## config.mk

```make
export PLATFORM = sky130hd
export DESIGN_NAME = m_imem_loader
export DESIGN_NICKNAME = d
export VERILOG_FILES = /design/src/rtl/m_imem_loader_pkg.sv /design/src/rtl/m_imem_loader_word_assembler.sv /design/src/rtl/m_imem_loader.sv
export SDC_FILE = /design/constraint.sdc
export NUM_CORES = 1
export LEC_CHECK = 0
export CORE_MARGIN = 5
export CORE_UTILIZATION = 45
export CTS_CLUSTER_SIZE = 12
export DETAILED_ROUTE_END_ITERATION = 10
export PLACE_DENSITY = 0.67
export SETUP_SLACK_MARGIN = 0.02
export SYNTH_ARGS = -nofsm -noshare
export SYNTH_HDL_FRONTEND = slang
export SYNTH_HIERARCHICAL = 1
export SYNTH_SLANG_ARGS = --single-unit
```

## constraint.sdc

```tcl
create_clock -name w_clk -period 2.7 [get_ports w_clk]
set_input_delay 0.81 -clock w_clk [delete_from_list [all_inputs] [get_ports w_clk]]
set_output_delay 0.81 -clock w_clk [all_outputs]
set_load 0.03 [all_outputs]
```

## src/rtl/m_imem_loader_pkg.sv

```systemverilog
// Shared definitions for the instruction-memory boot loader: FSM encodings,
// default start-of-frame byte and the checksum step.
package m_imem_loader_pkg;

  typedef logic [2:0] state_t;

  localparam state_t ST_IDLE  = 3'd0;
  localparam state_t ST_COUNT = 3'd1;
  localparam state_t ST_DATA  = 3'd2;
  localparam state_t ST_CSUM  = 3'd3;
  localparam state_t ST_DONE  = 3'd4;
  localparam state_t ST_ERR   = 3'd5;

  localparam logic [7:0] MAGIC_DEFAULT = 8'hA5;

  function automatic logic [7:0] csum_next(input logic [7:0] acc, input logic [7:0] b);
    return acc ^ b;
  endfunction

endpackage

```

## src/rtl/m_imem_loader_word_assembler.sv

```systemverilog
// Byte-to-word packer: collects four bytes LSB first and flags the byte that
// completes a word, presenting the full little-endian word in that same cycle.
module m_word_assembler (
  input  logic        w_clk,
  input  logic        w_rst,
  input  logic        i_clr,
  input  logic        i_valid,
  input  logic [7:0]  i_byte,
  output logic [31:0] o_word,
  output logic        o_complete
);

  logic [1:0]  r_lane;
  logic [23:0] r_word;

  // Lane counter and the three lower lanes; lane 3 is taken straight from the input.
  always_ff @(posedge w_clk) begin
    if (w_rst) begin
      r_lane <= 2'd0;
      r_word <= 24'd0;
    end else if (i_clr) begin
      r_lane <= 2'd0;
      r_word <= 24'd0;
    end else if (i_valid) begin
      case (r_lane)
        2'd0:    r_word[7:0]   <= i_byte;
        2'd1:    r_word[15:8]  <= i_byte;
        2'd2:    r_word[23:16] <= i_byte;
        default: r_word        <= r_word;
      endcase
      r_lane <= r_lane + 2'd1;
    end
  end

  assign o_complete = i_valid & (r_lane == 2'd3);
  assign o_word     = {i_byte, r_word};

endmodule

```

## src/rtl/m_imem_loader.sv

```systemverilog
// Boot-time writer for imem: parses MAGIC/N/data/CSUM frames, writes one word per
// cycle and releases the processor hold only after a frame with a good checksum.
module m_imem_loader
  import m_imem_loader_pkg::*;
#(
  parameter int         DEPTH  = 64,
  parameter int         ADDR_W = 6,
  parameter logic [7:0] MAGIC  = MAGIC_DEFAULT
) (
  input  logic              w_clk,
  input  logic              w_rst,
  input  logic              w_rx_valid,
  input  logic [7:0]        w_rx_byte,
  output logic              w_rx_ready,
  output logic              w_we,
  output logic [ADDR_W-1:0] w_waddr,
  output logic [31:0]       w_wdata,
  output logic              w_cpu_hold,
  output logic              w_done,
  output logic              w_err
);

  localparam logic [8:0]    DEPTH_L = 9'(DEPTH);
  localparam logic [ADDR_W:0] W_ONE = {{ADDR_W{1'b0}}, 1'b1};

  state_t              r_state;
  logic                r_rx_ready;
  logic                r_we;
  logic [ADDR_W-1:0]   r_waddr;
  logic [31:0]         r_wdata;
  logic                r_cpu_hold;
  logic                r_done;
  logic                r_err;
  logic [ADDR_W:0]     r_n;
  logic [ADDR_W:0]     r_word_cnt;
  logic [7:0]          r_csum;

  logic                w_xfer;
  logic                w_asm_valid;
  logic                w_asm_clr;
  logic [31:0]         w_asm_word;
  logic                w_asm_complete;
  logic                w_count_bad;
  logic                w_last_word;

  assign w_xfer      = w_rx_valid & r_rx_ready;
  assign w_asm_valid = w_xfer & (r_state == ST_DATA);
  assign w_asm_clr   = w_xfer & (r_state == ST_COUNT);
  assign w_count_bad = (w_rx_byte == 8'd0) || ({1'b0, w_rx_byte} > DEPTH_L);
  assign w_last_word = (r_word_cnt + W_ONE) == r_n;

  m_word_assembler u_asm (
    .w_clk      (w_clk),
    .w_rst      (w_rst),
    .i_clr      (w_asm_clr),
    .i_valid    (w_asm_valid),
    .i_byte     (w_rx_byte),
    .o_word     (w_asm_word),
    .o_complete (w_asm_complete)
  );

  // Frame FSM, counters, checksum and the registered imem write port.
  always_ff @(posedge w_clk) begin
    if (w_rst) begin
      r_state    <= ST_IDLE;
      r_rx_ready <= 1'b1;
      r_we       <= 1'b0;
      r_waddr    <= '0;
      r_wdata    <= 32'd0;
      r_cpu_hold <= 1'b1;
      r_done     <= 1'b0;
      r_err      <= 1'b0;
      r_n        <= '0;
      r_word_cnt <= '0;
      r_csum     <= 8'd0;
    end else begin
      r_we <= 1'b0;
      case (r_state)
        ST_IDLE: begin
          if (w_xfer && (w_rx_byte == MAGIC)) begin
            r_state <= ST_COUNT;
          end
        end
        ST_COUNT: begin
          if (w_xfer) begin
            if (w_count_bad) begin
              r_state    <= ST_ERR;
              r_err      <= 1'b1;
              r_rx_ready <= 1'b0;
            end else begin
              r_n        <= w_rx_byte[ADDR_W:0];
              r_word_cnt <= '0;
              r_csum     <= 8'd0;
              r_state    <= ST_DATA;
            end
          end
        end
        ST_DATA: begin
          if (w_xfer) begin
            r_csum <= csum_next(r_csum, w_rx_byte);
            if (w_asm_complete) begin
              r_we       <= 1'b1;
              r_waddr    <= r_word_cnt[ADDR_W-1:0];
              r_wdata    <= w_asm_word;
              r_word_cnt <= r_word_cnt + W_ONE;
              if (w_last_word) begin
                r_state <= ST_CSUM;
              end
            end
          end
        end
        ST_CSUM: begin
          if (w_xfer) begin
            r_rx_ready <= 1'b0;
            if (w_rx_byte == r_csum) begin
              r_state    <= ST_DONE;
              r_done     <= 1'b1;
              r_cpu_hold <= 1'b0;
            end else begin
              r_state <= ST_ERR;
              r_err   <= 1'b1;
            end
          end
        end
        ST_DONE: begin
          r_rx_ready <= 1'b0;
        end
        ST_ERR: begin
          r_rx_ready <= 1'b0;
        end
        default: begin
          // An unreachable encoding parks in ERR with the processor still held.
          r_state    <= ST_ERR;
          r_err      <= 1'b1;
          r_rx_ready <= 1'b0;
          r_cpu_hold <= 1'b1;
        end
      endcase
    end
  end

  assign w_rx_ready = r_rx_ready;
  assign w_we       = r_we;
  assign w_waddr    = r_waddr;
  assign w_wdata    = r_wdata;
  assign w_cpu_hold = r_cpu_hold;
  assign w_done     = r_done;
  assign w_err      = r_err;

endmodule

```

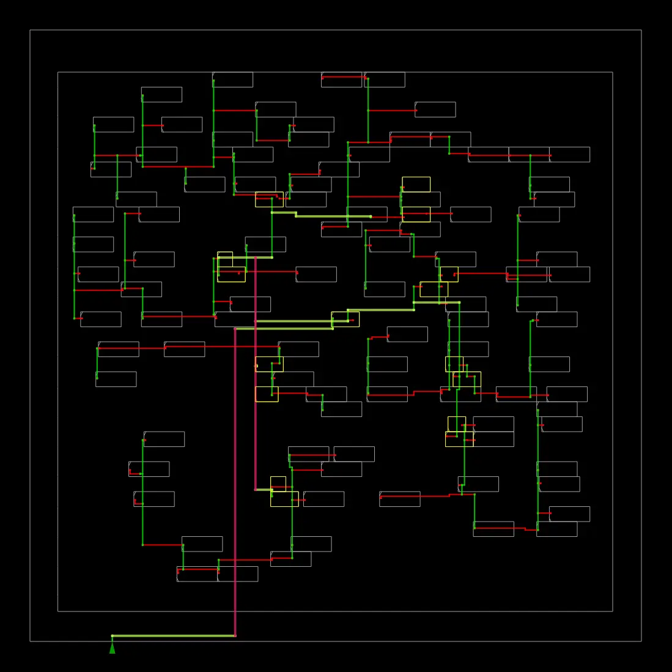
Run 1: the clock network
Latency at later pin: 0.36 ns
clk sink count: 94

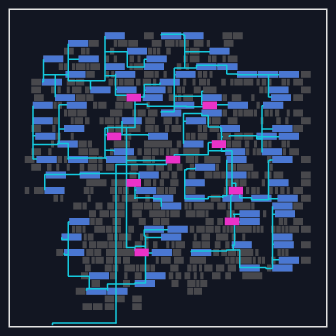
Run 1: routed clock nets over the placement
- magenta: clock-net drivers (count 9)
- cyan: clock wires (length 1030 um)
- blue: flip-flops (count 94)
- routed clock nets: 10
P_clk: 0.000883 W
clock power share: 0.368
final setup skew: 0.009339 ns

==> impl_metrics.py, run 1 <==
# Physical implementation metrics
metrics = {
    "outcome": {
        "outcome": "completed",
    },
    "clock_tree": {
        "clk_pin_slew_ns": 0.10,
        "clockBufferDepth": 2,
        "cts_tree": "built",
        "post-cts-setup-buffers": 0,
        "cts-root-buf": "clkbuf_8",
        "cts_resized": 1,
    },
    "final_timing": {
        "grt_setup_unrepaired": "true",
        "setup_slack_ns": 0.1149,
        "worstMarginPinSlew_ns": 0.6066,
        "setup_viol": 0,
        "hold_viol": 0,
        "slew_violations": 0,
        "fin_hold_ws_ns": 0.4520,
    },
    "place": {
        "post_dp_cell_area_um2": 5139,
        "port_buffers": 53,
    },
    "power_and_ir_drop": {
        "p_int_w": 0.001809,
        "leakage_nw": 1.785,
        "vdd_drop_max_uv": 235.6,
        "p_seq_w": 0.00139,
        "power.net_switching_w": 0.0005868,
        "power.total_w": 0.002396,
    },
    "flow_run": {
        "warnings": 30,
        "max_cap_viol_count": 0,
    },
    "setup_path": {
        "startpoint": "w_rx_byte[1]",
        "endpoint_kind": "flop",
        "rr_endpoint": "r_state[0]$_SDFFE_PP0P_",
        "critPathMaxFanout": 13,
        "cp.required_ns": 2.96,
        "rrSetupSlack_ns": 0.28,
    },
    "floorplanning": {
        "core_um2": 9864,
        "die-area_um2": 12320,
        "fp_util": 0.4655,
    },
    "grt": {
        "grt-ovfl-total": 0,
        "grt_pass1_vias": 3527,
    },
    "route": {
        "drcViolationCount": 0,
        "vias": 3641,
        "ant_nets": 0,
        "drtIter0Drc": 280,
    },
    "yosys": {
        "top_cell_area_share": 0.4098,
        "fp_nets": 525,
        "synthCells": 509,
        "yosys_warnings": 6,
        "synth_chip_area_um2": 4592,
        "top_cells_by_area": "dfxtp_1, nand2_1, a21oi_1, a21bo_2, nand3_1",
        "yosysUniqueCellTypes": 58,
        "ys_seq_elements": 94,
    },
    "worst_hold_path": {
        "hp-start": "u_asm/r_word[19]$_SDFFE_PP0P_",
        "hp-class": "reg -> reg",
        "min_to": "w_wdata[19]$_SDFFE_PP0P_",
    },
    "finish": {
        "finalInstanceArea_um2": 5349,
        "drive_gt1_frac": 0.1982,
    },
}
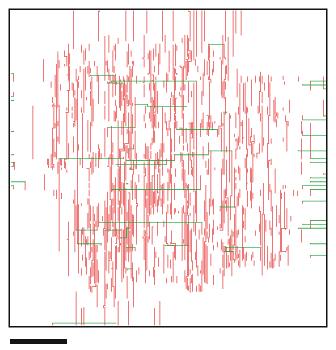
Run 1: metal layers overlaid
Scale bar: 20 um. Two of the layers only.
- green: M3 (wire length 451 um)
- red: M2 (wire length 4910 um)
drt wl/cell: 14.96 um
Total GRT Usage: 0.1689

-- run 1: cell families after synthesis --
logic type,share of synthesized area
AOI/OAI and AO/OA,0.2455
xor gates and xnor gates,0.03624
adders and majority gates,0.01362
buffers and inverters,0.1024
DFF,0.4098
muxes,0.02180
and+or+nand+nor,0.1706
-- run 1: cell type report --
type | instances | area (um^2)
repair buffers | 81 | 773.2
multi-input cells | 346 | 2270
clock buffers | 10 | 137.6
flip-flops and latches | 94 | 1882
well taps | 133 | 166.4
clock inverters | 6 | 52.55
inverters | 18 | 67.56
fillers | 890 | 4516
-- run 1: critical path: stages --
cell	delay, ns
clkdlybuf4s50_1	0.49
or3_4	0.42
buf_4	0.14
or3_1	0.38
a41oi_4	0.21
nor2_4	0.14
o32ai_1	0.25
-- run 1: Yosys cell counts (10+ instances only) --
cell type   n
nor2_1     19
dfxtp_1    94
a21oi_1    52
a21oi_2    18
mux2i_1    10
inv_1      18
clkbuf_1   13
nand2_1    85
xnor2_1    15
nand3_1    36
buf_6      16
a21bo_2    24
-- run 1: layer usage --
layer  part of all wire  GRT usage  vias to the layer above
met5                  0          0                        -
met4              0.015    0.06164                        0
met3              0.044    0.02784                       10
met2               0.48     0.2832                       80
met1               0.46     0.2191                     1722
li1                   -          -                     1829
-- run 1: stage by stage --
step / cells / utilization / setup TNS, ns
final: 688 / 0.5422 / 0
after global routing: 688 / 0.5422 / 0
after CTS: 688 / 0.5407 / 0
after detailed placement: 672 / 0.5209 / -7.980
after global placement: 672 / 0.5209 / -7.158
after floorplan: 509 / - / 0
-- run 1: registers in the layout, summed over array words and instances (netlist names) --
register	cells
w_done	1
w_we	1
w_waddr	6
r_state	3
w_err	1
w_rx_ready	1
u_asm/r_lane	2
w_cpu_hold	1
w_wdata	32
r_n	7
r_csum	8
r_word_cnt	7
u_asm/r_word	24
==> inputs of run 2 (changes only) <==
- CTS_CLUSTER_SIZE: 12 -> 28
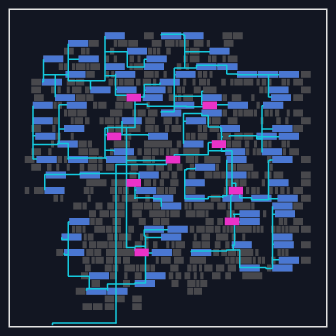
Run 2: routed clock nets over the placement
- magenta: clock-net drivers (count 9)
- cyan: clock wires (length 1030 um)
- blue: flip-flops (count 94)
- routed clock nets: 10

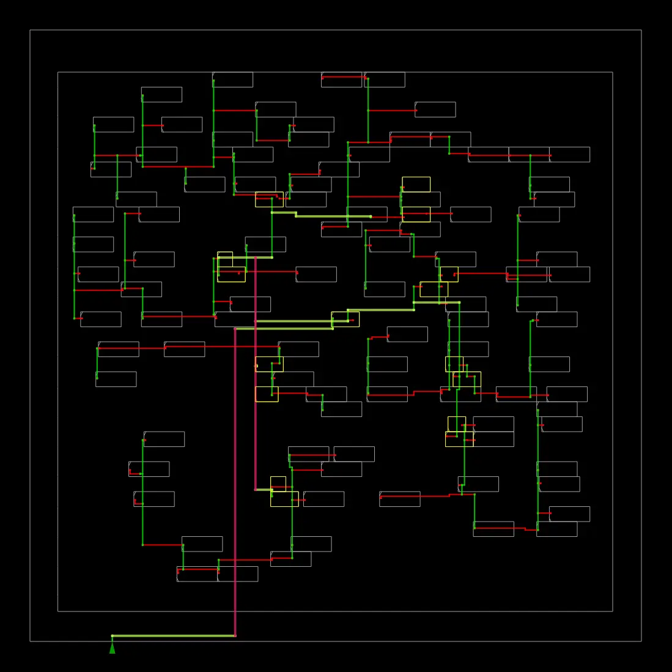
Run 2: the clock network
Inserted Clock Buffers: 9
flop count: 94
CLK BUF: 10

==> impl_metrics.py, run 2 <==
# Physical implementation metrics
metrics = {
    "power_and_ir_drop": {
        "vdd_drop_max_uv": 235.6,
        "leakage_nw": 1.785,
        "pwr_density_cell_nw_per_um2": 447.9,
        "power.total_w": 0.002396,
    },
    "clock_tree": {
        "clk_latency_ns": 0.36,
        "cts_resized": 1,
        "clk_pin_slew_ns": 0.10,
        "cts-root-buf": "clkbuf_8",
        "clockBufferDepth": 2,
        "post-cts-setup-buffers": 0,
        "cts_tree": "built",
        "clkSinkCount": 94,
    },
    "setup_path": {
        "path_class": "in -> reg",
        "critPathMaxFanout": 13,
        "cp.required_ns": 2.96,
        "endpoint_kind": "flop",
    },
    "yosys": {
        "top_cell_area_share": 0.4098,
        "yosys_warnings": 6,
        "ys_seq_elements": 94,
        "yosys-top-cells-count": "dfxtp_1, nand2_1, a21oi_1",
        "top_cells_by_area": "dfxtp_1, nand2_1, a21oi_1, a21bo_2, nand3_1",
        "synthCells": 509,
        "fp_nets": 525,
        "synth_chip_area_um2": 4592,
        "ff_type": "dfxtp_1",
        "yosysUniqueCellTypes": 58,
        "most_common_cell": "dfxtp_1",
    },
    "finish": {
        "comb_cells": 346,
        "final-seq-area_um2": 1882,
        "sh_comb_area": 0.4243,
        "drive_gt1_frac": 0.1982,
        "non_clock_buffer_area_share": 0.1446,
        "n_all_inverters": 18,
        "final_util": 0.5422,
        "clkCellAreaFrac": 0.03556,
        "fillers": 890,
        "finalInstanceArea_um2": 5349,
        "num-nonclk-buffers": 81,
        "largest_reg_flops": 32,
        "layout.area.comb_um2": 2270,
        "seq_share": 0.3518,
    },
    "route": {
        "drtIter0Drc": 280,
        "drcViolationCount": 0,
        "vias_per_cell": 5.292,
        "vias": 3641,
        "ant_nets": 0,
        "avgRoutedWirePerCell_um": 14.96,
    },
    "final_timing": {
        "worstMarginPinSlew_ns": 0.6066,
        "setup_viol": 0,
        "finClkSkew_ns": 0.009339,
        "grt_setup_unrepaired": "true",
        "slew_violations": 0,
        "setup_slack_ns": 0.1149,
        "hold_viol": 0,
        "fin_hold_ws_ns": 0.4520,
    },
    "grt": {
        "grt-ovfl-total": 0,
        "grt_pass1_vias": 3527,
        "grt_usage": 0.1689,
    },
    "place": {
        "post_dp_cell_area_um2": 5139,
        "port_buffers": 53,
    },
    "flow_run": {
        "max_cap_viol_count": 0,
        "warnings": 30,
    },
    "floorplanning": {
        "fp_util": 0.4655,
        "core_um2": 9864,
        "taps": 133,
    },
    "outcome": {
        "outcome": "completed",
    },
    "worst_hold_path": {
        "hp-class": "reg -> reg",
    },
}
-- run 2: cell counts after synthesis --
Identical to the previous run, type by type.
-- run 2: cell families after synthesis --
logic type	Yosys count	synth area share
multiplexers	10	0.02180
buffers and inverters	69	0.1024
AND/OR/NAND/NOR	171	0.1706
flip-flops	94	0.4098
XOR/XNOR	19	0.03624
AND-OR/OR-AND	141	0.2455
adder cells (fa/ha/maj)	5	0.01362
-- run 2: per-stage QoR --
stage | cells | TNS (ns)
after floorplan | 509 | 0
after global placement | 672 | -7.158
after detailed placement | 672 | -7.980
after CTS | 688 | 0
after global routing | 688 | 0
final | 688 | 0
-- run 2: worst max-delay path, stage by stage --
cell	delay (ns)
clkdlybuf4s50_1	0.49
or3_4	0.42
buf_4	0.14
or3_1	0.38
a41oi_4	0.21
nor2_4	0.14
o32ai_1	0.25
-- run 2: path summary, 6_finish.rpt --
kind / startpoint / end / slack, ns
worst min-delay path: u_asm/r_word[19]$_SDFFE_PP0P_ / w_wdata[19]$_SDFFE_PP0P_ / 0.45
worst min register to register: u_asm/r_word[19]$_SDFFE_PP0P_ / w_wdata[19]$_SDFFE_PP0P_ / 0.45
worst max-delay path: w_rx_byte[1] / r_csum[1]$_SDFFE_PP0P_ / 0.11
worst max register to register: r_state[0]$_SDFFE_PP0P_ / r_state[0]$_SDFFE_PP0P_ / 0.28
-- run 2: metal layers --
layer / vias up / global-route usage / share of wire
met5: - / 0 / 0
li1: 1829 / - / -
met3: 10 / 0.02784 / 0.044
met2: 80 / 0.2832 / 0.48
met4: 0 / 0.06164 / 0.015
met1: 1722 / 0.2191 / 0.46
-- run 2: report_power, final --
part	leakage, nW	internal (W)	switching, W
logic	0.937	0.0000493	0.0000782
clock network	0.0914	0.000374	0.000508
registers	0.757	0.00139	0.000000286
total	1.78	0.00181	0.000587
Power figures rest on the tool's default switching activity, not on a simulated workload.
